### Clock nets, run 1

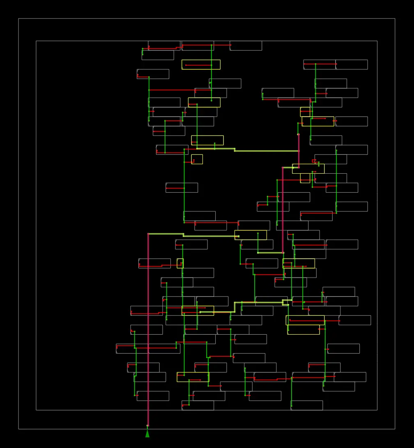
### Signal metal coverage by tile, run 1

The die is cut into 22 by 24 equal tiles; dark purple is low, yellow is high, scaled to the fullest tile. Values are wire area over tile area, all layers added.
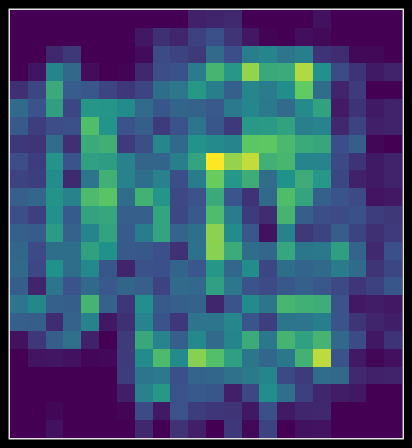
### Cell density map, run 1

Scale bar: 20 microns. The die is cut into 11 by 12 equal tiles; dark purple is low, yellow is high, 0 to 100% covered.
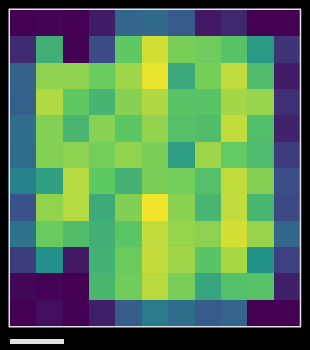
### Where the registers sit, run 1

Scale bar: 20 microns. Other sequential cells in the stronger grey, the rest of the logic in the fainter grey.
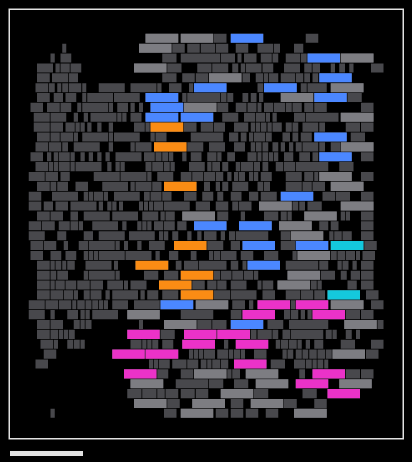
Design muladd2_dotacc, sky130hd; sources not shown.
==> results_slide.txt, run 1 <==
Flow Results at a Glance

Outcome
  – Status: complete, no violations

Pwr
  – Clock Power Share: 14.6%
  – Seq pwr share: 26.2%
  – Int Pwr: 0.00297 W
  – Leak Pwr: 3.44 nW
  – Comb power frac: 59.2%
  – Switching share of total power: 40.5%
  – Peak supply drop: 0.000254 V
  – Pwr Density: 687 nW/um^2

Routing
  – Total Wirelength: 12,300 microns
  – Remaining DRCs: 0
  – Number of iterations in the first detailed-routing pass: 4

GRT
  – Largest net degree at the start of global routing: 47
  – First-pass GRT wire length: 21,500 microns
  – Vias in the first global route: 4,876

Worst setup path
  – Worst Path Arrival: 4720 ps
  – Reg-to-reg slack, setup: 2020 ps
  – Startpoint Class: input pin
  – Cell family with most CP delay: adder cells
  – R2R cell count: 9
  – Crit-path max cell delay: 520 ps
  – Crit path buffers/inverters: 4
  – CP Cell Sequence: clkdlybuf4s50_1 > nor2_1 > a211oi_2 > a21oi_1 > nand2_1 > fa_1 > fa_1 > inv_1 > fa_1 > inv_1 > fa_1 > inv_1 > ha_1 > a21o_1 > a21oi_2 > o21bai_1 > a21oi_1 > xnor2_1 > o21ai_1

Min path
  – Worst hold path cell count: 1

Place
  – Post-DP HPWL: 9590 microns

Logic synthesis
  – Post-synth EDFFs: 0
  – Max-area cell share: 36.5%
  – Main flop type: dfrtp_1
  – Post-Syn Area: 5830 sq um
  – Top area cell types: dfrtp_1 (36%), fa_1 (11%), ha_1 (6.0%)
  – Commonest cells in the netlist: dfrtp_1 (85), inv_1 (69), nor2_1 (60)
  – Area leader, netlist: dfrtp_1
  – Ys Warns: 0
  – Cell total in the yosys stat output: 589
  – Yosys cell types: 50
  – Syn_area_per_cell: 9.89 sq um
  – Seq share, synth: 36.5%

Finish
  – Logic area: 3400 sq um
  – Area growth, synth to finish: 24.6%
  – Largest cell class: multi-input combinational cells
  – Fraction of layout cells with a size suffix above 1: 8.41%
  – Clock Buffer Count: 9
  – Multi-input comb cells: 420

CTS
  – Root Driver: clkbuf_16
  – Depth of the CTS H-tree: 3
  – Post-CTS sizing: 0
  – Clk ins delay skew pair: 330 ps

Timing
  – Setup TNS: 0 ps
  – Worst slew margin: 55.3%
  – Fin. Hold Viols: 0
  – Min Tclk post-route: 4520 ps
  – Tcrit/Tclk final: 95.0%

Floorplan
  – Die W: 108 microns
  – Ports: 84
  – Site row count: 39
  – Die Y: 118 microns

Job
  – Max capacitance violation total: 0
Notes on 'Clock nets' above:
clock sink total: 85
Worst Skew: 4.56 ps
Power Clock: 0.000730 W
FFs & Latches: 85

Notes on 'Signal metal coverage by tile' above:
mean over tiles	0.15
emptiest ninth of the die	south-west
nearly empty tiles	16%
All-Layer GR Usage: 20.6%
via count: 4,494
WL per Instance: 14.8 microns

Notes on 'Cell density map' above:
emptiest ninth of the die	south-west
tiles over 75% full	39%
fullest tile	98%
mean over tiles	56%
fp_density: 56.1%
Core Area: 10,400 sq um
fin util: 69.8%

Notes on 'Where the registers sit' above:
netlist name	colour	flops
r_acc	blue	20
r_state	cyan	2
r_s1_sum	orange	8
r_cnt	magenta	16
not coloured	39
P_seq: 0.00131 W
flop share of the area: 29.3%
area occupied by registers: 2130 sq um

## run 1: metrics by stage
step | instances | area [sq um] | total power (W) | utilization [%]
floorplan | 574 | 5770 | 0.00331 | -
global placement | 818 | 6910 | 0.00408 | 66.5
detailed placement | 818 | 6910 | 0.00427 | 66.5
CTS | 833 | 7230 | 0.00502 | 69.5
global route | 833 | 7260 | 0.00546 | 69.8
finish | 833 | 7260 | 0.00499 | 69.8
## run 1: power groups by stage
stage	Sequential, W	Clock (W)	Combinational [W]
after floorplan	0.00128	0	0.00203
after global placement	0.00130	0	0.00279
after detailed placement	0.00132	0	0.00294
after CTS	0.00131	0.000746	0.00297
after global routing	0.00136	0.000776	0.00333
final	0.00131	0.000730	0.00295
## run 1: placed cells by master, fill, tap and decap left out, types with 24 or more instances in the layout
cell             count
mux2_1              24
inv_1               68
fa_1                32
a21oi_1             31
nand2_1             36
clkdlybuf4s50_1     75
dfrtp_1             85
xnor2_1             25
nor2_1              59
ha_1                28
## run 1: metal layers
layer | part of all wire (%) | vias to the layer above | GRT usage [%]
li1 | - | 2178 | -
met1 | 40 | 2160 | 24.2
met2 | 52 | 122 | 36.0
met3 | 4.6 | 34 | 4.00
met4 | 2.7 | 0 | 9.63
met5 | 0 | - | 0
## run 1: logic make-up (layout without fill, tap and decap cells)
group / count (synthesis) / count (layout) / synth area share (%)
flops: 85 / 85 / 36.5
xor+xnor: 46 / 46 / 6.91
mux: 60 / 60 / 11.2
fa+ha+maj: 60 / 60 / 17.0
other cells: 1 / 1 / 0.0643
simple gates: 154 / 154 / 12.3
buf+inv: 84 / 185 / 5.47
compound gates: 99 / 99 / 10.6
### Wiring by layer, run 1

Two of the layers only.
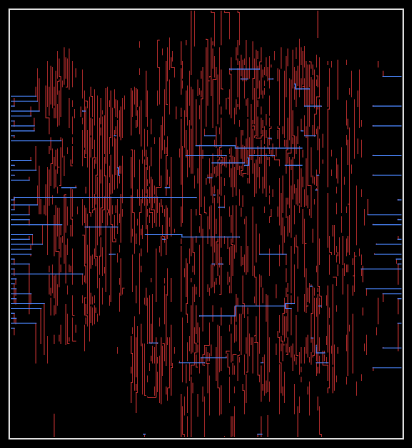

--- run 2 (diff from run 1) ---
- DONT_BUFFER_PORTS: unset -> 1
- MAX_ROUTING_LAYER: unset -> met4
- PLACE_DENSITY: 0.78 -> 0.67
### Wiring by layer, run 2

Two of the layers only.
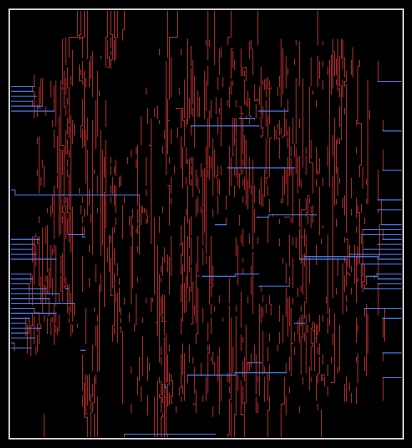
layer	colour	wire length
M2	red	5,480 microns
M3	blue	599 microns
Total Wirelength: 10,900 microns
WL per Instance: 14.8 microns
All-Layer GR Usage: 19.1%

### Cell density map, run 2

Scale bar: 20 microns. The die is cut into 11 by 12 equal tiles; dark purple is low, yellow is high, 0 to 100% covered.
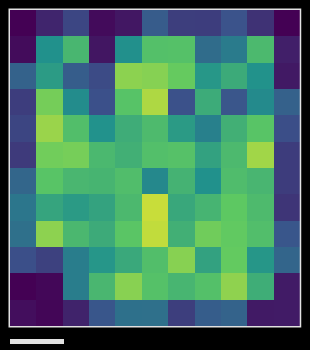
mean over tiles	48%
tiles over 75% full	14%
nearly empty tiles	3.8%
fullest tile	92%
fin util: 60.4%

### Clock nets, run 2

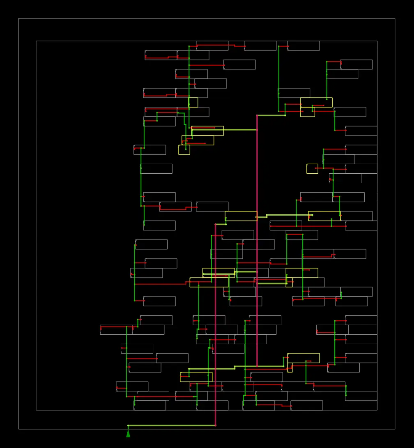
Power Clock: 0.000703 W
cts bufs inserted: 9
clk ins delay skew pair: 340 ps

==> run 2 against run 1 <==
Power shrank 10%. Via count shrank 11%. Critical path depth shrank 1. Synthesized cell count is the same. Routed wire length shrank 11%. Highest routed layer unchanged.
==> results_slide.txt, run 2 <==
Flow Results at a Glance

Outcome
  – Status: complete, no violations

Worst setup path
  – Crit-path max cell delay: 580 ps (+60 ps)
  – R2R cell count: 9 (unchanged)
  – CP Cell Sequence: o21ai_0 > nand2_1 > o21ai_0 > nand2_1 > fa_1 > fa_1 > inv_1 > fa_1 > inv_1 > fa_1 > inv_1 > ha_1 > a21o_1 > a21oi_1 > o21bai_1 > a21oi_1 > xnor2_1 > o21ai_1
  – Startpoint Class: input pin
  – Reg-to-reg slack, setup: 2060 ps (+40 ps)
  – Worst Path Arrival: 4330 ps (-390 ps)
  – Crit path buffers/inverters: 3 (-1)

Floorplan
  – Die W: 108 microns (unchanged)
  – Die Y: 118 microns (unchanged)
  – Fp_density: 56.1% (unchanged)

Timing
  – Worst slew margin: 41.3% (-14 points)
  – Setup TNS: 0 ps (unchanged)
  – Min Tclk post-route: 4130 ps (-391 ps)
  – Fin. Hold Viols: 0 (unchanged)
  – Tcrit/Tclk final: 86.8% (-8.2 points)
  – Worst Skew: 6.58 ps (+2.02 ps)

GRT
  – GRT met3 Usage: 4.99% (+0.99 points)
  – Met1 usage: 22.7% (-1.5 points)
  – Vias in the first global route: 4,162 (-15%)
  – Met2 Usage GRT: 32.0% (-4.0 points)

Pwr
  – Pwr Density: 711 nW/um^2 (+3.5%)
  – Total power: 0.00447 W (-10%)
  – Switching share of total power: 42.2% (+1.7 points)
  – Clock Power Share: 15.7% (+1.1 points)
  – Peak supply drop: 0.000477 V (+88%)
  – Seq pwr share: 30.0% (+3.8 points)
  – Int Pwr: 0.00258 W (-13%)
  – Leak Pwr: 2.99 nW (-13%)
  – Comb power frac: 54.3% (-4.9 points)

Logic synthesis
  – Max-area cell share: 36.5% (unchanged)
  – Seq share, synth: 36.5% (unchanged)
  – Cell total in the yosys stat output: 589 (unchanged)
  – Syn_area_per_cell: 9.89 sq um (unchanged)
  – Post-synth EDFFs: 0 (unchanged)
  – Ys Warns: 0 (unchanged)
  – Main flop type: dfrtp_1
  – Area leader, netlist: dfrtp_1
  – Yosys cell types: 50 (unchanged)
  – Post-Syn Area: 5830 sq um (unchanged)

Finish
  – Most frequent logic cell in the layout: dfrtp_1
  – Fin cells: 737 (-12%)
  – Fraction of layout cells with a size suffix above 1: 6.73% (-1.7 points)
  – Area growth, synth to finish: 7.77%
  – Most frequent cells in the layout: dfrtp_1 (85), inv_1 (68), nor2_1 (59)
  – Logic area: 3380 sq um (-0.40%)

Place
  – Placed Cells: 721 (-12%)

Job
  – Max capacitance violation total: 0 (unchanged)

CTS
  – Clock sink total: 85 (unchanged)
  – Root Driver: clkbuf_16
  – Depth of the CTS H-tree: 3 (unchanged)
  – Post-CTS sizing: 0 (unchanged)

Routing
  – Via count: 3,998 (-11%)
  – Number of iterations in the first detailed-routing pass: 4 (unchanged)
-- run 2: cell count changes in the layout (fill, tap and decap cells not counted), sizes merged --
cell           change
buf               -15
bufinv             -1
clkbuf             +1
clkdlybuf4s50     -75
clkinvlp           -1
dlymetal6s2s       -7
inv                +2
-- run 2: area by class of cell --
type                    count  area share, %
multi-input cells         420           53.9
flip-flops and latches     85           33.9
inverters                  69           4.14
clock buffers              10           3.65
well taps                 143           2.85
clock inverters             6           1.14
repair buffers              4          0.478
-- run 2: metrics by stage --
stage / setup WS (ps) / cell area, sq um
6_report: 631 / 6280
5_1_grt: 309 / 6280
4_1_cts: 619 / 6280
3_5_place_dp: 256 / 5980
3_3_place_gp: 390 / 5980
2_1_floorplan: 514 / 5770
-- run 2: kinds of logic after synthesis --
group / after synthesis / synth area share, %
AOI/OAI and AO/OA: 99 / 10.6
xor gates and xnor gates: 46 / 6.91
adders and majority gates: 60 / 17.0
buffers and inverters: 84 / 5.47
DFF: 85 / 36.5
muxes: 60 / 11.2
other: 1 / 0.0643
and+or+nand+nor: 154 / 12.3
-- run 2: power by group through the flow --
stage	clock network (W)	logic (W)	registers, W
global route	0.000751	0.00283	0.00139
CTS	0.000721	0.00247	0.00135
finish	0.000703	0.00242	0.00134
floorplan	0	0.00203	0.00128
global placement	0	0.00238	0.00135
detailed placement	0	0.00245	0.00136
-- run 2: routing by layer --
metal | vias to the layer above | wire, microns
met5 | - | 0
met4 | 0 | 176
met3 | 12 | 598
met2 | 80 | 5480
met1 | 1931 | 4650
li1 | 1975 | -
Power is estimated from default activity; no workload was simulated.
